==> images/final_clocks.png <==
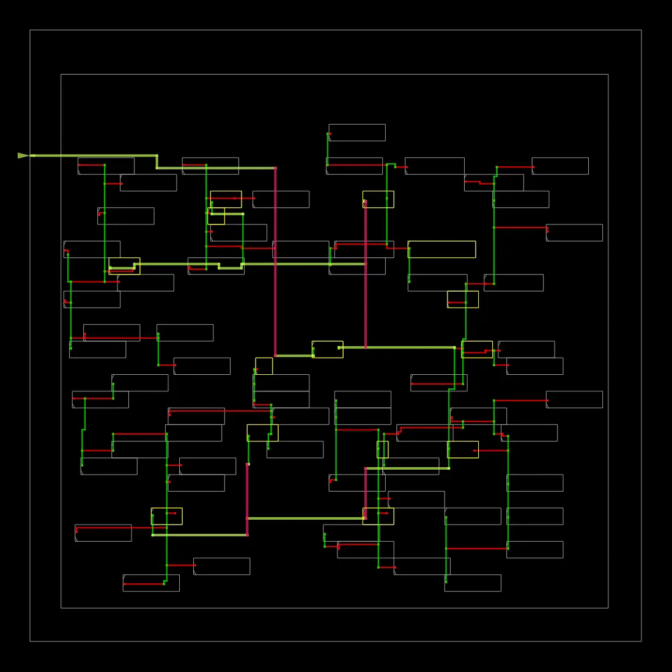
==> images/metal_stack.png <==
The bar under the picture is 20 um long. Two of the layers only.
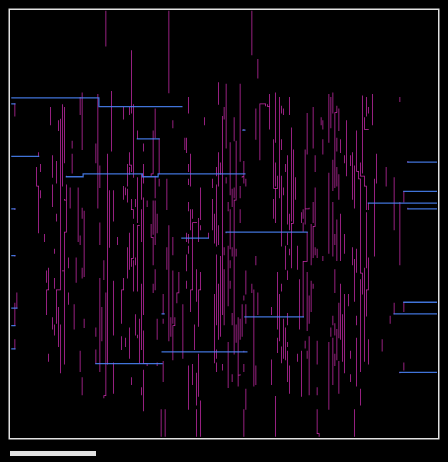
==> config.mk <==
export PLATFORM = sky130hd
export DESIGN_NAME = i2s_dac_transmitter
export DESIGN_NICKNAME = d
export VERILOG_FILES = /design/src/rtl/audio_pkg.sv /design/src/rtl/i2s_bclk_gen.sv /design/src/rtl/i2s_dac_transmitter.sv
export SDC_FILE = /design/constraint.sdc
export NUM_CORES = 1
export LEC_CHECK = 0
export CAP_MARGIN = 40
export CELL_PAD_IN_SITES_DETAIL_PLACEMENT = 1
export CELL_PAD_IN_SITES_GLOBAL_PLACEMENT = 2
export CORE_MARGIN = 5
export CORE_UTILIZATION = 35
export CTS_CLUSTER_SIZE = 10
export DETAILED_ROUTE_END_ITERATION = 10
export HOLD_SLACK_MARGIN = 0.15
export MAX_ROUTING_LAYER = met4
export PLACE_DENSITY = 0.76
export SLEW_MARGIN = 20
export SYNTH_ARGS = -nofsm -noshare
export SYNTH_HDL_FRONTEND = slang
export SYNTH_SLANG_ARGS = --single-unit
==> constraint.sdc <==
create_clock -name clk -period 5.7 [get_ports clk]
set_input_delay 0.57 -clock clk [delete_from_list [all_inputs] [get_ports clk]]
set_output_delay 0.57 -clock clk [all_outputs]
set_load 0.03 [all_outputs]
==> results.txt <==
Outcome = complete, no violations
Final Instance Area = 3350 um2
Slew headroom = 46.7%
Fin crit share = 61.9%
Worst path most repeated cell = ha_1
Final Hold Viols = 0
Diode count = 0
Slew @ Worst Pin = 798 ps
Clk buf depth = 2
Area contributors post-synth = dfrtp_1 (50%), mux2_2 (15%), mux2i_1 (5.7%)
Met1 Use GR = 15.0%
Setup crit end kind = output port
Yosys synthesis chip area = 2820 um2
First-pass GRT wire length = 9580 um
Pin count of the biggest net entering global routing = 62
Sw frac = 23.7%
Synth flops = 61
# resized after CTS = 0
MI comb area = 1150 um2
Reg2Reg Depth = 7
Antenna Violating Nets Remaining = 0
Post-DP Area = 3150 um2
CP Data Required Time = 5130 ps
Setup Fix Bufs, Post-CTS = 0
Mapped Avg Cell Area = 12.3 um2
Yosys cell count = 229
Cells after Synth = 229
Synth Seq Share = 54.4%
Flop2flop setup slack = 2580 ps
Syn nets = 253
Slowest stage delay, CP = 700 ps
Port bufs = 25
Area delta synth->final = 19.1%
WS Path Type = flop to output port
Cell row count = 32
Post-route DRC = 0
Share of layout cells above drive strength 1 = 26.7%
Hold slack = 190 ps
Num CTS Buffers = 9
Power share of the clock group = 38.4%
CTS root buffer = clkbuf_8
Reg clk slew, reported paths = 70 ps
Critical path arrival = 2960 ps
CP top delay family = simple AND/OR/NAND/NOR gates
Fmax = 284 MHz
Max_cap viols = 0
Final net count = 279
Chip Area = 9940 um2
Startpoint types = flop
Hold WC Path Type = primary input to async pin
Mapped Area = 2820 um2
Storage cell area = 1530 um2
Fp util = 36.3%
Drt first pass iters = 3
Slowest-stage cell, CP = clkdlybuf4s50_1
Most common cell in the synthesized netlist = dfrtp_1
Top-area cell share = 49.8%
H-tree depth = 3
Peak supply drop = 0.185 mV
Back to the opening pictures, final_clocks.png:
latest clock arrival within the worst-skew pair: 340 ps
# clk buffers: 10
Flops: 61
Sinks on Clock Net: 61
P_clk: 0.371 mW

Back to the opening pictures, metal_stack.png:
Key: met3 = blue [wire length 237 um]; met2 = magenta [wire length 2,670 um]
GRT Util Overall: 13.0%
final wirelength: 5400 um
Routed WL per cell: 15.0 um
DR vias: 1,760

worst reg2reg max path, delay by kind of cell (launching register included):
| kind | cells | cell delay (ps) |
|---|---|---|
| muxes | 1 | 410 |
| and+or+nand+nor | 4 | 1540 |
| adders and majority gates | 2 | 420 |
| DFF | 1 | 640 |
layout make-up:
type / count / share of cell area, %
clock inverters: 4 / 1.49
repair buffers: 28 / 8.58
flip-flops and latches: 61 / 45.7
inverters: 18 / 2.01
clock buffers: 10 / 4.10
multi-input cells: 137 / 34.3
well taps: 102 / 3.80
cell families (layout without fill, tap and decap cells):
| family | Yosys count | after routing | share of synthesized area [%] |
|---|---|---|---|
| AOI/OAI and AO/OA | 23 | 23 | 5.42 |
| xor gates and xnor gates | 5 | 5 | 1.56 |
| adders and majority gates | 4 | 4 | 1.78 |
| buffers and inverters | 31 | 60 | 4.71 |
| DFF | 61 | 61 | 54.4 |
| muxes | 57 | 57 | 23.7 |
| and+or+nand+nor | 48 | 48 | 8.44 |
per-layer routing:
| layer | part of all wire, % | wire (um) |
|---|---|---|
| met5 | 0 | 0 |
| met2 | 49 | 2670 |
| met4 | 1.4 | 74 |
| met3 | 4.4 | 237 |
| met1 | 45 | 2420 |
through the flow:
step / instances / total power, mW / util [%] / worst slack, ps
6_report: 360 / 0.966 / 43.2 / 2170
3_3_place_gp: 344 / 0.599 / 40.3 / 2330
4_1_cts: 359 / 0.984 / 42.9 / 2100
2_1_floorplan: 229 / 0.562 / - / 3060
3_5_place_dp: 345 / 0.606 / 40.5 / 2300
5_1_grt: 360 / 1.02 / 43.2 / 1950
power by group through the flow:
stage	logic, mW	registers [mW]	clock network [mW]
after global routing	0.113	0.502	0.408
after CTS	0.100	0.497	0.386
after global placement	0.0961	0.503	0
after detailed placement	0.100	0.505	0
after floorplan	0.0648	0.497	0
final	0.0989	0.496	0.371
Power and IR drop assume default switching activity.
